Fig. 1: run 1, clock network drawn from the DEF
Bar = 20 um.
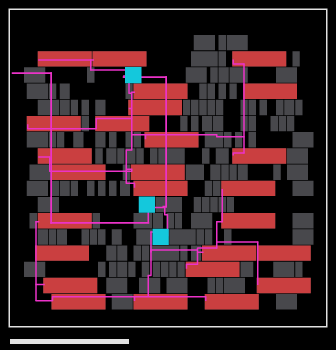
Fig. 2: run 1, clock routing
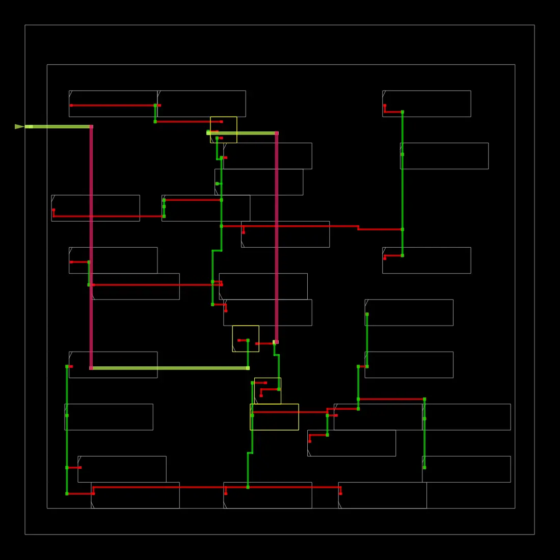
Fig. 3: run 1, register map, names as in the netlist
Bar = 20 um. Other sequential cells in the stronger grey, the rest of the logic in the fainter grey.
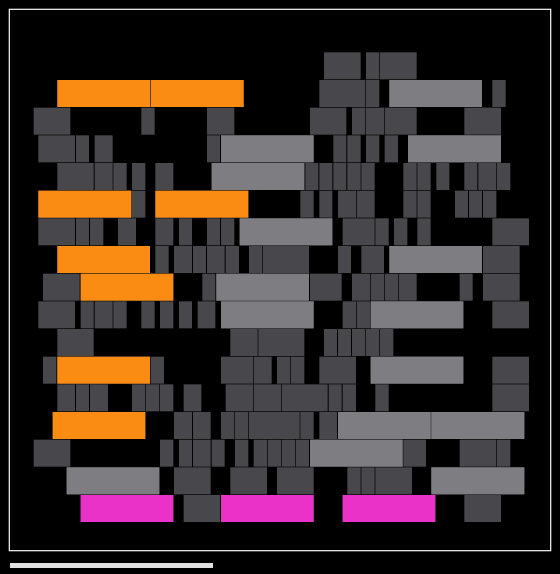
--- config.mk ---
export PLATFORM = sky130hd
export DESIGN_NAME = tdm_mux_8to1
export DESIGN_NICKNAME = d
export VERILOG_FILES = /design/src/rtl/tdm_pkg.sv /design/src/rtl/tdm_slot_counter.sv /design/src/rtl/tdm_mux_8to1.sv
export SDC_FILE = /design/constraint.sdc
export NUM_CORES = 1
export LEC_CHECK = 0
export ABC_AREA = 1
export CORE_MARGIN = 2
export CORE_UTILIZATION = 50
export DETAILED_ROUTE_END_ITERATION = 8
export PLACE_DENSITY = 0.79
export SYNTH_ARGS = -nofsm -noshare
export SYNTH_HDL_FRONTEND = slang
export SYNTH_SLANG_ARGS = --single-unit
--- constraint.sdc ---
create_clock -name clk -period 3.97 [get_ports clk]
set_input_delay 0.794 -clock clk [delete_from_list [all_inputs] [get_ports clk]]
set_output_delay 0.794 -clock clk [all_outputs]
set_load 0.01 [all_outputs]
--- src/rtl/tdm_pkg.sv ---
// Constants and state encoding shared by the TDM mux and the demux-side receiver.
package tdm_pkg;

  localparam int unsigned NUM_CH = 8;
  localparam int unsigned SEL_W  = 3;

  typedef enum logic {
    StIdle = 1'b0,
    StRun  = 1'b1
  } tdm_state_e;

endpackage

--- src/rtl/tdm_slot_counter.sv ---
// Slot index counter: counts enabled slots, flags the last slot, loads to zero on request.
module tdm_slot_counter
  import tdm_pkg::*;
(
  input  logic             clk,
  input  logic             rst,
  input  logic             inc_i,
  input  logic             load_i,
  output logic [SEL_W-1:0] slot_o,
  output logic             wrap_o
);

  logic [SEL_W-1:0] slot_d, slot_q;

  always_comb begin
    slot_d = slot_q;
    if (load_i) begin
      slot_d = '0;
    end else if (inc_i) begin
      slot_d = slot_q + 1'b1;
    end
  end

  always_ff @(posedge clk or posedge rst) begin
    if (rst) begin
      slot_q <= '0;
    end else begin
      slot_q <= slot_d;
    end
  end

  assign slot_o = slot_q;
  // Natural 3-bit rollover already returns the counter to 0 after the last slot.
  assign wrap_o = inc_i && (slot_q == SEL_W'(NUM_CH - 1));

endmodule

--- src/rtl/tdm_mux_8to1.sv ---
// 8-to-1 time-division multiplexer with per-frame coherent snapshot and frame counter.
module tdm_mux_8to1
  import tdm_pkg::*;
#(
  parameter int DATA_W = 1,
  parameter int FCNT_W = 8
) (
  input  logic                     clk,
  input  logic                     rst,
  input  logic                     en,
  input  logic [NUM_CH*DATA_W-1:0] ch_in,
  output logic [DATA_W-1:0]        data_out,
  output logic [SEL_W-1:0]         sel_out,
  output logic                     out_valid,
  output logic                     frame_sync,
  output logic                     busy,
  output logic [FCNT_W-1:0]        frame_cnt
);

  tdm_state_e               state_q;
  logic [NUM_CH*DATA_W-1:0] shadow_q;
  logic [DATA_W-1:0]        data_q;
  logic [SEL_W-1:0]         sel_q;
  logic                     valid_q;
  logic                     sync_q;
  logic [FCNT_W-1:0]        fcnt_q;

  logic [SEL_W-1:0] slot;
  logic             slot_wrap;
  logic             emit;
  logic             start;

  assign emit  = (state_q == StRun) && en;
  assign start = (state_q == StIdle) && en;

  tdm_slot_counter u_slot_counter (
    .clk    (clk),
    .rst    (rst),
    .inc_i  (emit),
    .load_i (start),
    .slot_o (slot),
    .wrap_o (slot_wrap)
  );

  always_ff @(posedge clk or posedge rst) begin
    if (rst) begin
      state_q  <= StIdle;
      shadow_q <= '0;
      data_q   <= '0;
      sel_q    <= '0;
      valid_q  <= 1'b0;
      sync_q   <= 1'b0;
      fcnt_q   <= '0;
    end else begin
      case (state_q)
        StIdle: begin
          valid_q <= 1'b0;
          sync_q  <= 1'b0;
          if (en) begin
            shadow_q <= ch_in;
            state_q  <= StRun;
          end
        end
        StRun: begin
          if (en) begin
            data_q  <= shadow_q[int'(slot)*DATA_W +: DATA_W];
            sel_q   <= slot;
            valid_q <= 1'b1;
            sync_q  <= (slot == '0);
            // Last slot still reads the old snapshot; the new frame is captured on this same edge.
            if (slot_wrap) begin
              shadow_q <= ch_in;
              fcnt_q   <= fcnt_q + FCNT_W'(1);
            end
          end else begin
            valid_q <= 1'b0;
            sync_q  <= 1'b0;
          end
        end
      endcase
    end
  end

  assign data_out   = data_q;
  assign sel_out    = sel_q;
  assign out_valid  = valid_q;
  assign frame_sync = sync_q;
  assign busy       = (state_q == StRun);
  assign frame_cnt  = fcnt_q;

endmodule

==> flow_summary.toml, run 1 <==
# implementation run metrics
[run_status]
status = "finished clean"

[logic_synthesis]
syn_inst = 147
yosysChipArea_um2 = 1200
numSynthFlops = 26
ys_sh_aoi = 0.0592
yosys_warnings = 0
mux_area_frac = 0
simple_gate_share = 0.271

[floorplan]
ios = 26
chipWidth_um = 53.1
fp-row-count = 17

[critical_path]
path_cells = "clkdlybuf4s50_1"
crit_path_max_incr_delay_ns = 0.58
critPathTopFamily = "buffers and inverters"

[global_route]
grt_pass1_vias = 944
antenna_found_initial = 0
grt_pass1_wl_um = 4010
track_usage = 0.201

[power]
seqPwrFrac = 0.499
top_power_group = "sequential cells"
pwr-share-comb = 0.332
leakage_uw = 0.000741

[run]
warning_count = 27
drv_cap = 0

[drt]
drt_iter0_markers = 13
drt-vias-per-instance = 4.85

[sta]
relSlewSlack = 0.363
tightest_slew_ns = 0.954

[final_layout]
area_growth_syn_to_layout_pct = 26.3
lay_top_cells = "nand2_1, dfrtp_1, clkdlybuf4s50_1, inv_1, nor2_1"
nNetsFinal = 191
drive_gt1_frac = 0.0514
final_common_cell = "nand2_1"

[clock_tree]
cts_resized = 0
hold_buffers = 0
numCtsBuffers = 3
root_buffer = "clkbuf_4"
Back to the opening pictures, Fig. 1:
[flip-flops] red | count: 26
[clock wires] magenta | length: 311 um
[clock drivers] cyan | count: 3
flops lie	spread over the die
routed clock nets	4

Back to the opening pictures, Fig. 2:
layout clock buffer count: 4
power of the clock network: 136 uW
worst skew pair latency: 0.32 ns
Clock Sinks: 26
Flop Count: 26

Back to the opening pictures, Fig. 3:
name in the netlist	colour	flops
sel_out	magenta	3
shadow_q	orange	8
not coloured	15

## run 1: worst paths after layout
path,start,endpoint,slack [ns],cells past startpoint
worst max-delay path,frame_cnt[4],frame_cnt[4],1.76,1
worst min-delay path,shadow_q[4],shadow_q[4],0.50,2
worst max register to register,u_slot_counter.slot_o[0],shadow_q[3],2.27,5
worst min register to register,shadow_q[4],shadow_q[4],0.50,2
max in group asynchronous,rst,shadow_q[4],2.43,2
min in group asynchronous,rst,frame_cnt[3],0.97,2
## run 1: routing by layer
metal,share of wire,GRT usage
met1,0.48,0.253
met2,0.47,0.325
met3,0.032,0.0367
met4,0.020,0.111
met5,0,0
## run 1: layout make-up
type | count | area, um^2 | share of cell area
Tap cell | 28 | 35.0 | 0.0230
Multi-Input combinational cell | 100 | 474 | 0.312
Clock buffer | 4 | 36.3 | 0.0238
Timing Repair Buffer | 25 | 250 | 0.164
Sequential cell | 26 | 651 | 0.428
Inverter | 20 | 75.1 | 0.0493
## run 1: flip-flops by register name, summed over array words and instances (netlist names)
register and count:
frame_cnt 8, shadow_q 8, sel_out 3, u_slot_counter.slot_o 3, busy 1, data_out 1, frame_sync 1, out_valid 1
## run 1: metrics by stage
step	power [uW]	hold slack, ns	util	std cells
floorplan	554	0.448	-	147
global placement	664	0.467	0.659	199
detailed placement	677	0.475	0.659	199
CTS	810	0.497	0.675	203
global route	873	0.521	0.675	203
finish	805	0.501	0.675	203
## run 1: cells in the mapped netlist
master     n
nor2_1    18
dfrtp_1   26
a21oi_1    4
nand3_1   12
nand3_2    1
xor2_1     1
o21ai_2    1
or2_2      1
inv_2      1
o21bai_1   1
nor2_2     1
xnor2_1    2
o21ai_0    7
nand2_1   47
buf_2      1
ha_1       4
inv_1     19
Fig. 4: run 1, wiring by layer
Bar = 20 um. Only two layers are drawn.
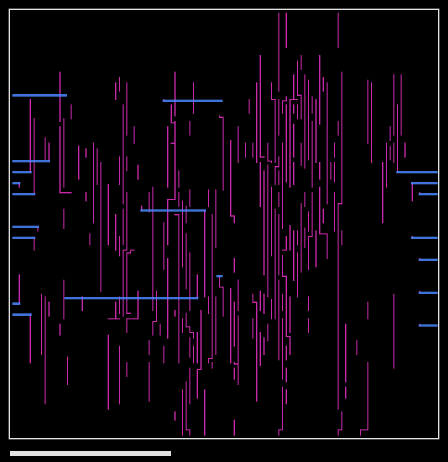

==> run 2, diff against run 1 <==
Settings changed: CORE_UTILIZATION 50 to 49, PLACE_DENSITY 0.79 to 0.78.
Clock period 3.97 ns to 2.23 ns, I/O delays scaled along.
Fig. 5: run 2, wiring by layer
Bar = 20 um. Only two layers are drawn.
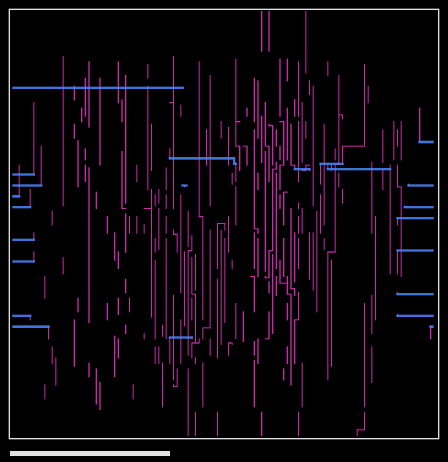
layer	colour	wire length
metal 2	magenta	1120 um
metal 3	blue	91.5 um

==> flow_summary.toml, run 2 <==
# implementation run metrics
[clock_tree]
hold_buffers = 0
cts_resized = 0
path_clk_slew_ns = 0.13
root_buffer = "clkbuf_4"
cts-htree-levels = 1
numCtsBuffers = 3
cts_sinks = 26
clk_latency_ns = 0.31
post_cts_buffers = 0

[logic_synthesis]
flop_cell = "dfrtp_1"
edf_count = 0
yosys_warnings = 0
syn_inst = 147
syn-mean-instance-area_um2 = 8.20
synthTopCellsByCount = "nand2_1, dfrtp_1, inv_1"
synthArstFlopShare = 1.00
numSynthFlops = 26
top_cell = "nand2_1"
yosysChipArea_um2 = 1200

[global_route]
track_usage = 0.184
gr-usage-met1 = 0.223
overflow = 0
grt_pass1_vias = 936
grt_max_degree = 27
antenna_found_initial = 0
top_usage_layer = "met2"
grt.met3_usage = 0.0333
grtUsageMet2 = 0.313
grt_pass1_wl_um = 3750

[drt]
drt-vias-per-instance = 4.89
drt_iter0_markers = 12
route.detailed.drc = 0
wire_per_inst_um = 10.9
first_pass_iters = 5
drt-total-wl_um = 2210

[sta]
whs_ns = 0.470
finClkSkew_ns = 0.00867
tightest_slew_ns = 0.541
relSlewSlack = 0.639

[critical_path]
path_cells = "clkdlybuf4s50_1"
cp_num_buf_inv = 1
cp.depth = 1
worstReg2RegStart = "u_slot_counter.slot_o[0]"
r2r_setup_slack_ns = 0.54
rr_endpoint = "shadow_q[3]"
cp-endpoint = "frame_cnt[4]"
crit_path_max_incr_delay_ns = 0.59
rr_worst_depth = 5
cp-startpoint = "frame_cnt[4]"
critPathTopFamily = "buffers and inverters"
cp-start-kind = "flip-flop"

[power]
ir_drop_mv = 0.582
leakage_uw = 0.000739

[run_status]
status = "finished clean"

[run]
warning_count = 27
drv_cap = 0

[final_layout]
final_common_cell = "nand2_1"
nNetsFinal = 192
fillCellCount = 206
diodes = 0
lay_top_cells = "nand2_1, dfrtp_1, clkdlybuf4s50_1, inv_1, nor2_1"
area_growth_syn_to_layout_pct = 25.8
drive_gt1_frac = 0.0514

[floorplan]
ios = 26
dieArea_um2 = 2870
core_um2 = 2280
fp-row-count = 17
chipWidth_um = 53.6
fp_util = 0.529
Fig. 6: run 2, register map, names as in the netlist
Bar = 20 um. Other sequential cells in the stronger grey, the rest of the logic in the fainter grey.
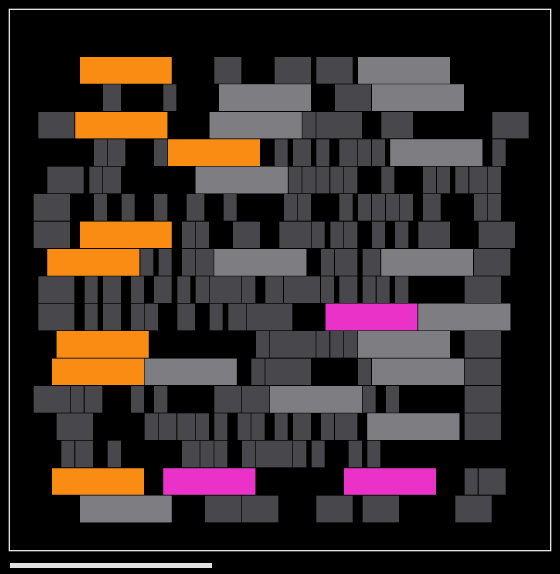
name in the netlist	colour	flops
sel_out	magenta	3
shadow_q	orange	8
not coloured	15

[run 2: cell counts after synthesis]
Identical to the previous run, type by type.
[run 2: tightest hold or removal path, delay by kind of cell]
kind | cells | cell delay [ns]
buf+inv | 3 | 0.75
[run 2: cells by family (layout without fill, tap and decap cells)]
logic type      count (synthesis)  in the layout  synth area share
simple gates                   80             80             0.271
fa+ha+maj                       4              4            0.0415
flops                          26             26             0.540
buf+inv                        21             49            0.0665
compound gates                 13             13            0.0592
xor+xnor                        3              3            0.0218
[run 2: final cells by class]
type	instances	area, um^2	area share
flip-flops and latches	26	651	0.429
multi-input cells	100	474	0.313
repair buffers	26	258	0.170
well taps	28	35.0	0.0231
inverters	20	75.1	0.0495
clock buffers	3	22.5	0.0149
[run 2: metal layers]
metal	share of wire	vias up
met2	0.51	27
met3	0.041	2
li1	-	506
met4	0.0054	0
met1	0.45	458
met5	0	-
[run 2: power breakdown]
part | internal [uW] | total (uW) | switching, uW
sequential | 615 | 717 | 102
combinational | 231 | 465 | 234
clock | 63.1 | 188 | 125
[run 2: metrics by stage]
stage | cell area (um^2) | setup slack (ns) | total power (uW) | std cells | util
global route | 1520 | 0.303 | 1490 | 203 | 0.666
finish | 1520 | 0.385 | 1370 | 203 | 0.666
CTS | 1520 | 0.364 | 1390 | 203 | 0.666
detailed placement | 1490 | 0.450 | 1200 | 200 | 0.656
global placement | 1490 | 0.508 | 1180 | 200 | 0.656
floorplan | 1200 | 0.759 | 987 | 147 | -
Power figures rest on the tool's default switching activity, not on a simulated workload.
